## src/rtl/ex_issue_if.sv

```systemverilog
// rtl/ex_issue_if.sv - issue-stage bus: decoded instruction in, ALU drive/return, completion out
// Purpose: bundles every ex_issue signal except clk/reset.
// Modports: slave = ex_issue side, master = issuer/ALU/testbench side.
interface ex_issue_if;
   logic        in_valid;
   logic        in_ready;
   logic [5:0]  in_op;
   logic [5:0]  in_func;
   logic [31:0] in_rs_val;
   logic [31:0] in_rt_val;
   logic [15:0] in_imm;
   logic [4:0]  in_rd;
   logic [31:0] alu_data_a;
   logic [31:0] alu_data_b;
   logic [2:0]  alu_control;
   logic [5:0]  alu_func;
   logic [31:0] alu_result;
   logic [2:0]  alu_flag;
   logic        alu_branch;
   logic        wb_valid;
   logic [4:0]  wb_rd;
   logic [31:0] wb_data;
   logic        br_valid;
   logic        br_taken;
   logic [31:0] br_target;
   logic [2:0]  flag_q;
   logic        exc;

   modport slave (
      input  in_valid, in_op, in_func, in_rs_val, in_rt_val, in_imm, in_rd,
      input  alu_result, alu_flag, alu_branch,
      output in_ready, alu_data_a, alu_data_b, alu_control, alu_func,
      output wb_valid, wb_rd, wb_data, br_valid, br_taken, br_target, flag_q, exc
   );

   modport master (
      output in_valid, in_op, in_func, in_rs_val, in_rt_val, in_imm, in_rd,
      output alu_result, alu_flag, alu_branch,
      input  in_ready, alu_data_a, alu_data_b, alu_control, alu_func,
      input  wb_valid, wb_rd, wb_data, br_valid, br_taken, br_target, flag_q, exc
   );
endinterface

```

## src/rtl/ex_issue.sv

```systemverilog
// rtl/ex_issue.sv - single-issue execute stage driving an external multi-cycle ALU
// Purpose: decodes one instruction at a time, drives the ALU with registered operands,
//          waits the op's settle time, then emits writeback / branch / exception pulses.
// Ports:   clk   - rising-edge clock
//          reset - synchronous, active-low
//          bus   - ex_issue_if.slave (instruction handshake, ALU drive/return, completion)
module ex_issue #(
   parameter int MUL_CYCLES = 4,
   parameter int DIV_CYCLES = 8
) (
   input logic   clk,
   input logic   reset,
   ex_issue_if.slave bus
);
   localparam int MAXC = (MUL_CYCLES > DIV_CYCLES) ? MUL_CYCLES : DIV_CYCLES;
   localparam int CW   = (MAXC > 1) ? $clog2(MAXC) : 1;

   typedef enum logic [1:0] {S_IDLE, S_EXEC, S_DONE} state_t;

   state_t        state_q, state_d;
   logic [CW-1:0] cnt_q, cnt_d;
   logic          in_ready_c, accept, sample;

   // decode results
   logic [2:0]    dec_ctrl;
   logic [5:0]    dec_func;
   logic [31:0]   dec_b;
   logic          dec_wb, dec_flag, dec_br, dec_ill, dec_div;
   logic [CW-1:0] dec_cnt;

   // registered instruction
   logic [31:0]   alu_a_q, alu_b_q;
   logic [2:0]    alu_ctrl_q;
   logic [5:0]    alu_func_q;
   logic [4:0]    rd_q;
   logic          wb_en_q, flag_en_q, br_q, ill_q, div_q;

   // completion outputs
   logic          wb_valid_q, br_valid_q, exc_q, br_taken_q;
   logic [4:0]    wb_rd_q;
   logic [31:0]   wb_data_q, br_target_q;
   logic [2:0]    flag_q;

   always_comb begin
      dec_ctrl = 3'b111;
      dec_func = 6'b000000;
      dec_b    = bus.in_rt_val;
      dec_wb   = 1'b0;
      dec_flag = 1'b0;
      dec_br   = 1'b0;
      dec_ill  = 1'b1;
      dec_div  = 1'b0;
      dec_cnt  = '0;
      case (bus.in_op)
         6'b000000: begin
            dec_func = bus.in_func;
            case (bus.in_func)
               6'b100000, 6'b100010, 6'b100100, 6'b100101, 6'b100111,
               6'b000010, 6'b000001: begin
                  dec_ctrl = 3'b010;
                  dec_ill  = 1'b0;
                  dec_wb   = 1'b1;
                  dec_flag = 1'b1;
                  if (bus.in_func == 6'b000010) dec_cnt = CW'(MUL_CYCLES - 1);
                  if (bus.in_func == 6'b000001) begin
                     dec_cnt = CW'(DIV_CYCLES - 1);
                     dec_div = 1'b1;
                  end
               end
               default: ;
            endcase
         end
         6'b001000, 6'b001001: begin
            dec_ctrl = (bus.in_op == 6'b001000) ? 3'b000 : 3'b001;
            dec_b    = {{16{bus.in_imm[15]}}, bus.in_imm};
            dec_ill  = 1'b0;
            dec_wb   = 1'b1;
            dec_flag = 1'b1;
         end
         6'b001100, 6'b001101: begin
            dec_ctrl = (bus.in_op == 6'b001100) ? 3'b011 : 3'b100;
            dec_b    = {16'h0000, bus.in_imm};
            dec_ill  = 1'b0;
            dec_wb   = 1'b1;
         end
         6'b010000: begin
            dec_ctrl = 3'b101;
            dec_b    = {{16{bus.in_imm[15]}}, bus.in_imm};
            dec_ill  = 1'b0;
            dec_br   = 1'b1;
         end
         6'b010001: begin
            dec_ctrl = 3'b110;
            dec_ill  = 1'b0;
            dec_flag = 1'b1;
         end
         default: ;
      endcase
   end

   always_ff @(posedge clk) begin
      if (!reset) begin
         state_q <= S_IDLE;
         cnt_q   <= '0;
      end else begin
         state_q <= state_d;
         cnt_q   <= cnt_d;
      end
   end

   always_comb begin
      state_d = state_q;
      cnt_d   = cnt_q;
      case (state_q)
         S_IDLE: if (accept) begin
            state_d = S_EXEC;
            cnt_d   = dec_cnt;
         end
         S_EXEC: if (cnt_q == '0) state_d = S_DONE;
                 else             cnt_d   = cnt_q - CW'(1);
         S_DONE: if (accept) begin
            state_d = S_EXEC;
            cnt_d   = dec_cnt;
         end else begin
            state_d = S_IDLE;
         end
         default: state_d = S_IDLE;
      endcase
   end

   always_comb begin
      in_ready_c = (state_q != S_EXEC);
      accept     = bus.in_valid && in_ready_c;
      sample     = (state_q == S_EXEC) && (cnt_q == '0);
   end

   // Pulses are set on the sampling edge, so they are high exactly during DONE.
   always_ff @(posedge clk) begin
      if (!reset) begin
         alu_a_q     <= '0;
         alu_b_q     <= '0;
         alu_ctrl_q  <= '0;
         alu_func_q  <= '0;
         rd_q        <= '0;
         wb_en_q     <= 1'b0;
         flag_en_q   <= 1'b0;
         br_q        <= 1'b0;
         ill_q       <= 1'b0;
         div_q       <= 1'b0;
         wb_valid_q  <= 1'b0;
         br_valid_q  <= 1'b0;
         exc_q       <= 1'b0;
         br_taken_q  <= 1'b0;
         wb_rd_q     <= '0;
         wb_data_q   <= '0;
         br_target_q <= '0;
         flag_q      <= '0;
      end else begin
         wb_valid_q <= 1'b0;
         br_valid_q <= 1'b0;
         exc_q      <= 1'b0;
         if (accept) begin
            alu_a_q    <= bus.in_rs_val;
            alu_b_q    <= dec_b;
            alu_ctrl_q <= dec_ctrl;
            alu_func_q <= dec_func;
            rd_q       <= bus.in_rd;
            wb_en_q    <= dec_wb;
            flag_en_q  <= dec_flag;
            br_q       <= dec_br;
            ill_q      <= dec_ill;
            div_q      <= dec_div;
         end
         if (sample) begin
            if (ill_q) begin
               exc_q <= 1'b1;
            end else if (div_q && bus.alu_flag == 3'b010) begin
               // divide by zero: raise exception instead of writing back
               exc_q  <= 1'b1;
               flag_q <= bus.alu_flag;
            end else begin
               if (flag_en_q) flag_q <= bus.alu_flag;
               if (wb_en_q) begin
                  wb_valid_q <= 1'b1;
                  wb_rd_q    <= rd_q;
                  wb_data_q  <= bus.alu_result;
               end
               if (br_q) begin
                  br_valid_q  <= 1'b1;
                  br_taken_q  <= bus.alu_branch;
                  br_target_q <= bus.alu_result;
               end
            end
         end
      end
   end

   assign bus.in_ready    = in_ready_c;
   assign bus.alu_data_a  = alu_a_q;
   assign bus.alu_data_b  = alu_b_q;
   assign bus.alu_control = alu_ctrl_q;
   assign bus.alu_func    = alu_func_q;
   assign bus.wb_valid    = wb_valid_q;
   assign bus.wb_rd       = wb_rd_q;
   assign bus.wb_data     = wb_data_q;
   assign bus.br_valid    = br_valid_q;
   assign bus.br_taken    = br_taken_q;
   assign bus.br_target   = br_target_q;
   assign bus.flag_q      = flag_q;
   assign bus.exc         = exc_q;
endmodule

```

## src/flat_wrapper.sv

```systemverilog
// flat-port wrapper written by rule: the top's interface ports become plain ports
module ex_issue_flat 
#(
   parameter int MUL_CYCLES = 4,
   parameter int DIV_CYCLES = 8
)
  (clk, reset, bus_in_valid, bus_in_op, bus_in_func, bus_in_rs_val, bus_in_rt_val, bus_in_imm, bus_in_rd, bus_alu_result, bus_alu_flag, bus_alu_branch, bus_in_ready, bus_alu_data_a, bus_alu_data_b, bus_alu_control, bus_alu_func, bus_wb_valid, bus_wb_rd, bus_wb_data, bus_br_valid, bus_br_taken, bus_br_target, bus_flag_q, bus_exc);
  ex_issue_if bus_i ();
  input logic clk;
  input logic reset;
  input wire logic [$bits(bus_i.in_valid)-1:0] bus_in_valid;
  input wire logic [$bits(bus_i.in_op)-1:0] bus_in_op;
  input wire logic [$bits(bus_i.in_func)-1:0] bus_in_func;
  input wire logic [$bits(bus_i.in_rs_val)-1:0] bus_in_rs_val;
  input wire logic [$bits(bus_i.in_rt_val)-1:0] bus_in_rt_val;
  input wire logic [$bits(bus_i.in_imm)-1:0] bus_in_imm;
  input wire logic [$bits(bus_i.in_rd)-1:0] bus_in_rd;
  input wire logic [$bits(bus_i.alu_result)-1:0] bus_alu_result;
  input wire logic [$bits(bus_i.alu_flag)-1:0] bus_alu_flag;
  input wire logic [$bits(bus_i.alu_branch)-1:0] bus_alu_branch;
  output wire logic [$bits(bus_i.in_ready)-1:0] bus_in_ready;
  output wire logic [$bits(bus_i.alu_data_a)-1:0] bus_alu_data_a;
  output wire logic [$bits(bus_i.alu_data_b)-1:0] bus_alu_data_b;
  output wire logic [$bits(bus_i.alu_control)-1:0] bus_alu_control;
  output wire logic [$bits(bus_i.alu_func)-1:0] bus_alu_func;
  output wire logic [$bits(bus_i.wb_valid)-1:0] bus_wb_valid;
  output wire logic [$bits(bus_i.wb_rd)-1:0] bus_wb_rd;
  output wire logic [$bits(bus_i.wb_data)-1:0] bus_wb_data;
  output wire logic [$bits(bus_i.br_valid)-1:0] bus_br_valid;
  output wire logic [$bits(bus_i.br_taken)-1:0] bus_br_taken;
  output wire logic [$bits(bus_i.br_target)-1:0] bus_br_target;
  output wire logic [$bits(bus_i.flag_q)-1:0] bus_flag_q;
  output wire logic [$bits(bus_i.exc)-1:0] bus_exc;
  assign bus_i.in_valid = bus_in_valid;
  assign bus_i.in_op = bus_in_op;
  assign bus_i.in_func = bus_in_func;
  assign bus_i.in_rs_val = bus_in_rs_val;
  assign bus_i.in_rt_val = bus_in_rt_val;
  assign bus_i.in_imm = bus_in_imm;
  assign bus_i.in_rd = bus_in_rd;
  assign bus_i.alu_result = bus_alu_result;
  assign bus_i.alu_flag = bus_alu_flag;
  assign bus_i.alu_branch = bus_alu_branch;
  assign bus_in_ready = bus_i.in_ready;
  assign bus_alu_data_a = bus_i.alu_data_a;
  assign bus_alu_data_b = bus_i.alu_data_b;
  assign bus_alu_control = bus_i.alu_control;
  assign bus_alu_func = bus_i.alu_func;
  assign bus_wb_valid = bus_i.wb_valid;
  assign bus_wb_rd = bus_i.wb_rd;
  assign bus_wb_data = bus_i.wb_data;
  assign bus_br_valid = bus_i.br_valid;
  assign bus_br_taken = bus_i.br_taken;
  assign bus_br_target = bus_i.br_target;
  assign bus_flag_q = bus_i.flag_q;
  assign bus_exc = bus_i.exc;
  ex_issue #(.MUL_CYCLES(MUL_CYCLES), .DIV_CYCLES(DIV_CYCLES)) u_core (.clk(clk), .reset(reset), .bus(bus_i));
endmodule
```

## config.mk

```make
export PLATFORM = sky130hd
export DESIGN_NAME = ex_issue_flat
export DESIGN_NICKNAME = d
export VERILOG_FILES = /design/src/rtl/ex_issue_if.sv /design/src/rtl/ex_issue.sv /design/src/flat_wrapper.sv
export SDC_FILE = /design/constraint.sdc
export NUM_CORES = 1
export LEC_CHECK = 0
export ABC_AREA = 1
export CAP_MARGIN = 10
export CELL_PAD_IN_SITES_DETAIL_PLACEMENT = 1
export CELL_PAD_IN_SITES_GLOBAL_PLACEMENT = 2
export CORE_UTILIZATION = 24
export DETAILED_ROUTE_END_ITERATION = 10
export PLACE_DENSITY = 0.95
export SLEW_MARGIN = 10
export SYNTH_ARGS = -nofsm -noshare
export SYNTH_HDL_FRONTEND = slang
export SYNTH_SLANG_ARGS = --single-unit
```

## constraint.sdc

```tcl
create_clock -name clk -period 3.6 [get_ports clk]
set_input_delay 0.72 -clock clk [delete_from_list [all_inputs] [get_ports clk]]
set_output_delay 0.72 -clock clk [all_outputs]
set_load 0.02 [all_outputs]
```

### M1 wires, run 1

(2 px per um) Supply wires on this layer in gray.
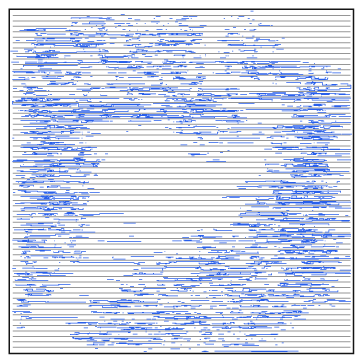
longest straight run: 59.8 um
wire length on this layer: 10700 um
share of all routed wire: 42%

### M2 wires, run 1

(1.5 px per um)
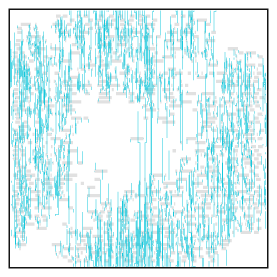
longest straight run: 82.5 um
wire length on this layer: 12400 um
main direction: vertical

### The metal 3 layer, run 1

(2 px per um)
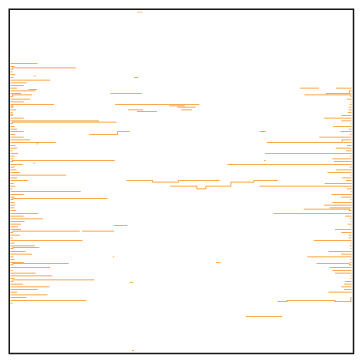
longest straight run: 61.9 um
nets with wire on the layer: 181
wire length on this layer: 1920 um

### Signal wires on met4, run 1

(2 px per um) Supply wires on this layer in gray.
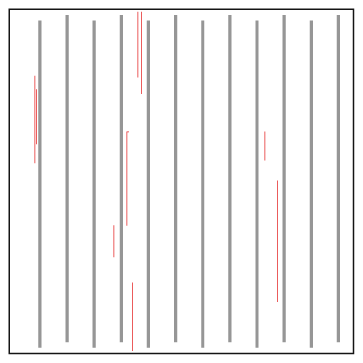
longest straight run: 60.5 um
nets with wire on the layer: 7

==> impl_metrics.toml, run 1 <==
# yosys + openroad results
[clocking]
cts_sinks = 164
clk_latency_ps = 420
cts_max_level = 4
cts_buffers = 17
postCtsResizedCells = 0
cts_hold_buf = 0
cts_setup_buffers = 0
cts_tree = "done"

[critical_path]
crit_fanout = 5
cp.arrival_ps = 1690
critPathCapture = "bus_in_ready"
rr_worst_depth = 7
startpoint = "u_core.state_q[0]"
crit_chain = "inv_2 > nor2_4 > inv_1 > clkdlybuf4s50_1"
cp_slowest_cell = "clkdlybuf4s50_1"
regToRegSetupSlack_ps = 1370
cp.depth = 4

[routing]
drt_pass1_iterations = 4
ant_nets = 0
post_drt_wl_per_cell_um = 15.3
num_vias = 7310
drt-vias-per-instance = 4.42
routed.top_layer = "met4"

[yosys]
fp_nets = 1145
ys_area_sq_mm = 0.00688
yosysWarnings = 0
ys_seq_share_pct = 47.7
ys_cells = 1007
syn_inst = 1007
syn_area_per_cell_sq_um = 6.84
synth.distinct_cells = 29
flop_cell = "dfxtp_1"

[cells_and_area]
nMultiInputCombCells = 688
final_area_sq_mm = 0.0107
final_cell_mix = "nor2_1 (300), clkdlybuf4s50_1 (284), dfxtp_1 (164)"
syn_to_final_growth_pct = 54.9
sh_comb_area_pct = 28.1
combGateArea_sq_mm = 0.00299
seq_share_pct = 30.8
inverters = 94
layout_top_cell = "nor2_1"
nonClockBufferCount = 298
nNetsFinal = 1401
n_fill_cell = 3477
flop_area_sq_mm = 0.00328
buf_share_pct = 27.9
diodes = 1
ff_count = 164

[final_timing]
period_minus_slack_ps = 2410
fin_crit_sh_pct = 67.0
max_slew_margin_pct = 30.4
finClkSkew_ps = 14.9
finalHoldViolCount = 0
finalSetupViolCount = 0
rsz0062_at_grt = "false"
worstMarginPinSlew_ps = 1040
fmax_mhz = 415

[global_route]
grt_pass1_wl_um = 40000
track_usage_pct = 17.6
antenna_found_initial = 1

[power_and_ir_drop]
p_seq_share_pct = 42.3
p_int_mw = 3.25
comb-power_mw = 0.867
power_switching_mw = 1.42
sw_frac_of_total_pct = 30.4
maxPowerGroup = "registers"

[run_status]
outcome = "finished clean"

[place]
port_buffers = 285
dp_hpwl_um = 18300

[hold_path]
hold_depth = 2
worst_hold_path_type = "reg2reg"
hold_start = "u_core.rd_q[0]"

[floorplan]
fp.dieH_um = 171
coreArea_sq_mm = 0.0280
dieArea_sq_mm = 0.0294

[job]
maxCapViolCount = 0
==> run 1: through the flow <==
| step | util [%] | power (mW) | std cells |
|---|---|---|---|
| 2_1_floorplan | - | 2.43 | 1007 |
| 3_3_place_gp | 36.0 | 2.87 | 1622 |
| 3_5_place_dp | 36.0 | 2.89 | 1622 |
| 4_1_cts | 38.1 | 4.76 | 1654 |
| 5_1_grt | 38.1 | 4.90 | 1655 |
| 6_report | 38.1 | 4.67 | 1655 |
==> run 1: kinds of logic after synthesis <==
kind of cell,count (synthesis),share of synthesized area [%]
AND-OR/OR-AND,88,6.62
adder cells (fa/ha/maj),2,0.363
buffers and inverters,155,9.16
flip-flops,164,47.7
AND/OR/NAND/NOR,598,36.2
==> run 1: cells in the mapped netlist, types with 2 or more instances <==
| cell | instances | area, sq um |
|---|---|---|
| nand3b_1 | 3 | 22.5 |
| o21bai_1 | 5 | 37.5 |
| o21ai_0 | 62 | 310 |
| buf_6 | 3 | 33.8 |
| a21oi_1 | 18 | 90.1 |
| clkinv_1 | 3 | 11.3 |
| buf_2 | 18 | 90.1 |
| nand3_1 | 138 | 691 |
| nor4_1 | 2 | 12.5 |
| inv_1 | 90 | 338 |
| dfxtp_1 | 164 | 3280 |
| clkbuf_1 | 29 | 109 |
| nor2_1 | 302 | 1130 |
| nand2_1 | 142 | 533 |
| nor3_1 | 2 | 10.0 |
| ha_1 | 2 | 25.0 |
| nor2_2 | 2 | 12.5 |
| a31oi_1 | 2 | 12.5 |
| buf_1 | 10 | 37.5 |
==> run 1: per-layer routing <==
layer / global-route usage [%] / up-vias
li1: - / 3652
met3: 5.71 / 20
met2: 30.5 / 207
met1: 20.3 / 3431
met4: 5.55 / 0
met5: 0 / -
### Cell outlines without signal wires, run 1

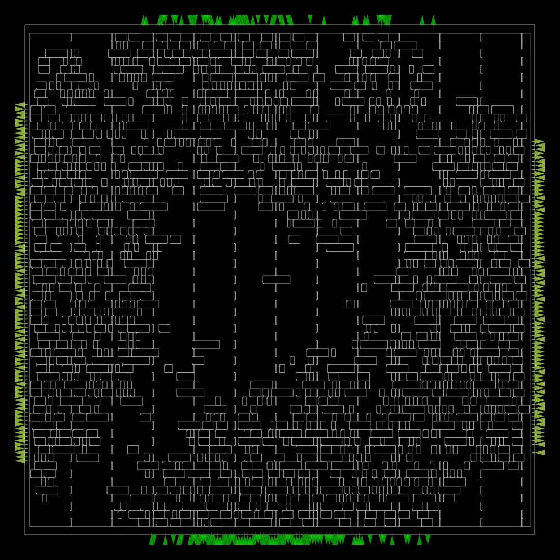

==> run 1 -> run 2 <==
--- a/config.mk
+++ b/config.mk
@@ -9,9 +9,9 @@
 export CAP_MARGIN = 10
 export CELL_PAD_IN_SITES_DETAIL_PLACEMENT = 1
 export CELL_PAD_IN_SITES_GLOBAL_PLACEMENT = 2
-export CORE_UTILIZATION = 24
+export CORE_UTILIZATION = 20
 export DETAILED_ROUTE_END_ITERATION = 10
-export PLACE_DENSITY = 0.95
+export PLACE_DENSITY = 0.87
 export SLEW_MARGIN = 10
 export SYNTH_ARGS = -nofsm -noshare
 export SYNTH_HDL_FRONTEND = slang
==> constraint.sdc (replaced) <==
create_clock -name clk -period 2.1 [get_ports clk]
set_input_delay 0.42 -clock clk [delete_from_list [all_inputs] [get_ports clk]]
set_output_delay 0.42 -clock clk [all_outputs]
set_load 0.02 [all_outputs]
### Cell outlines without signal wires, run 2

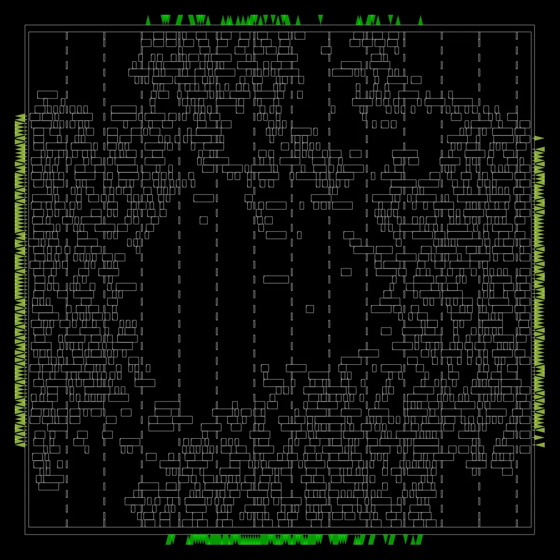
fin cells: 1749
number of fill cells: 4114
fraction of area in registers: 29.7%
area of the core: 0.0337 sq mm

==> run 2 against run 1 <==
Compared with the run above:
- area after synthesis unchanged
- non-clock buffer count increased by 25
- cell count increased by 5.7%
- worst setup slack got worse by 1000 ps
- sequential share of layout area fell by 1.1 points
- core utilization fell by 5.2 points
- critical path type unchanged
- largest cell class unchanged
- highest routed layer is now met5
==> impl_metrics.toml, run 2 <==
# yosys + openroad results
[routing]
ant_nets = 0
routed.top_layer = "met5"
post_drt_wl_per_cell_um = 14.8
num_vias = 7316
drt_pass1_iterations = 4
drc_errors = 0
drt-vias-per-instance = 4.18

[global_route]
antenna_found_initial = 1
grt_util_met3_pct = 5.76
track_usage_pct = 15.0
use_met1_pct = 17.4
overflow = 0
busiest_layer = "met2"
met2_usage_pct = 25.3
grt_pass1_wl_um = 41400
grt_pass1_vias = 7640

[clocking]
cts_tree = "done"
cts_sinks = 164
cts_setup_buffers = 0
cts_buffers = 17
clk_latency_ps = 440

[final_timing]
fmax_mhz = 516
finalSetupViolCount = 0
period_minus_slack_ps = 1940
finClkSkew_ps = 13.7
finalHoldViolCount = 0
worstMarginPinSlew_ps = 435
max_slew_margin_pct = 70.7

[critical_path]
cp_slowest_cell = "clkdlybuf4s50_1"
startpoint = "u_core.bus.flag_q[1]"
crit_chain = "clkdlybuf4s50_1"
crit_fanout = 2
cp.arrival_ps = 1520

[floorplan]
initial_utilization_pct = 20.4
fp.dieH_um = 188
dieArea_sq_mm = 0.0352

[yosys]
ys_cells = 1007
synthMostInstantiatedCell = "nor2_1"
top_cells_by_area = "dfxtp_1 (48%), nor2_1 (16%), nand3_1 (10%), nand2_1 (7.7%), inv_1 (4.9%)"
top_cells_by_count = "nor2_1 (302), dfxtp_1 (164), nand2_1 (142)"
ys_seq_share_pct = 47.7
fp_nets = 1145
synth.distinct_cells = 29
syn_inst = 1007
syn_area_per_cell_sq_um = 6.84
ys_area_sq_mm = 0.00688
top_area_cell = "dfxtp_1"
yosys.area.top_type_share_pct = 47.7
flop_cell = "dfxtp_1"
yosysWarnings = 0

[place]
dp_hpwl_um = 19000
port_buffers = 285

[power_and_ir_drop]
finalPower_mw = 8.24

[cells_and_area]
nNetsFinal = 1426
final_cell_mix = "nor2_1 (300), clkdlybuf4s50_1 (283), dfxtp_1 (164)"
final_area_sq_mm = 0.0111
syn_to_final_growth_pct = 60.7
layout_top_cell = "nor2_1"
post-route-util_pct = 32.8

[run_status]
outcome = "finished clean"

[hold_path]
worst_hold_path_type = "in2reg"
hold_start = "reset"
-- run 2: cell counts after synthesis --
Identical to the previous run, type by type.
-- run 2: logic make-up after synthesis --
family / count (synthesis) / synth area share (%)
DFF: 164 / 47.7
AOI/OAI and AO/OA: 88 / 6.62
adders and majority gates: 2 / 0.363
buffers and inverters: 155 / 9.16
and+or+nand+nor: 598 / 36.2
-- run 2: what timing repair did --
action,4_1_cts,5_1_grt
gates resized,1,0
hold buffers,0,0
endpoints found under the setup margin,1,0
-- run 2: power by group --
group / internal, mW / switching [mW] / leakage [nW] / total (mW)
registers: 3.29 / 0.0948 / 1.34 / 3.38
logic: 0.731 / 0.805 / 3.12 / 1.54
clock network: 1.81 / 1.51 / 0.292 / 3.32
total: 5.83 / 2.41 / 4.75 / 8.24
-- run 2: worst paths after layout --
kind | end | slack (ps) | cells after the start
worst min register to register | u_core.rd_q[2] | 460 | 2
worst max-delay path | bus_flag_q[1] | 160 | 1
worst min-delay path | u_core.bus.wb_data[3] | 380 | 3
worst max register to register | u_core.bus.wb_rd[3] | 380 | 8
-- run 2: cell type report --
cell class | count | area (sq um) | area share [%]
clock buffer | 17 | 425 | 3.85
multi-input combinational | 688 | 2990 | 27.0
clock inverter | 15 | 188 | 1.70
timing repair buffer | 323 | 3260 | 29.5
inverter | 94 | 353 | 3.19
tap | 448 | 561 | 5.07
sequential | 164 | 3280 | 29.7
-- run 2: through the flow --
step                hold WS (ps)  worst slack, ps  instances
floorplan                    424              558       1007
global placement             444             88.5       1717
global route                 373             73.6       1749
finish                       383              161       1749
detailed placement           446             49.1       1717
CTS                          364             87.8       1749
Power is estimated from default activity; no workload was simulated.
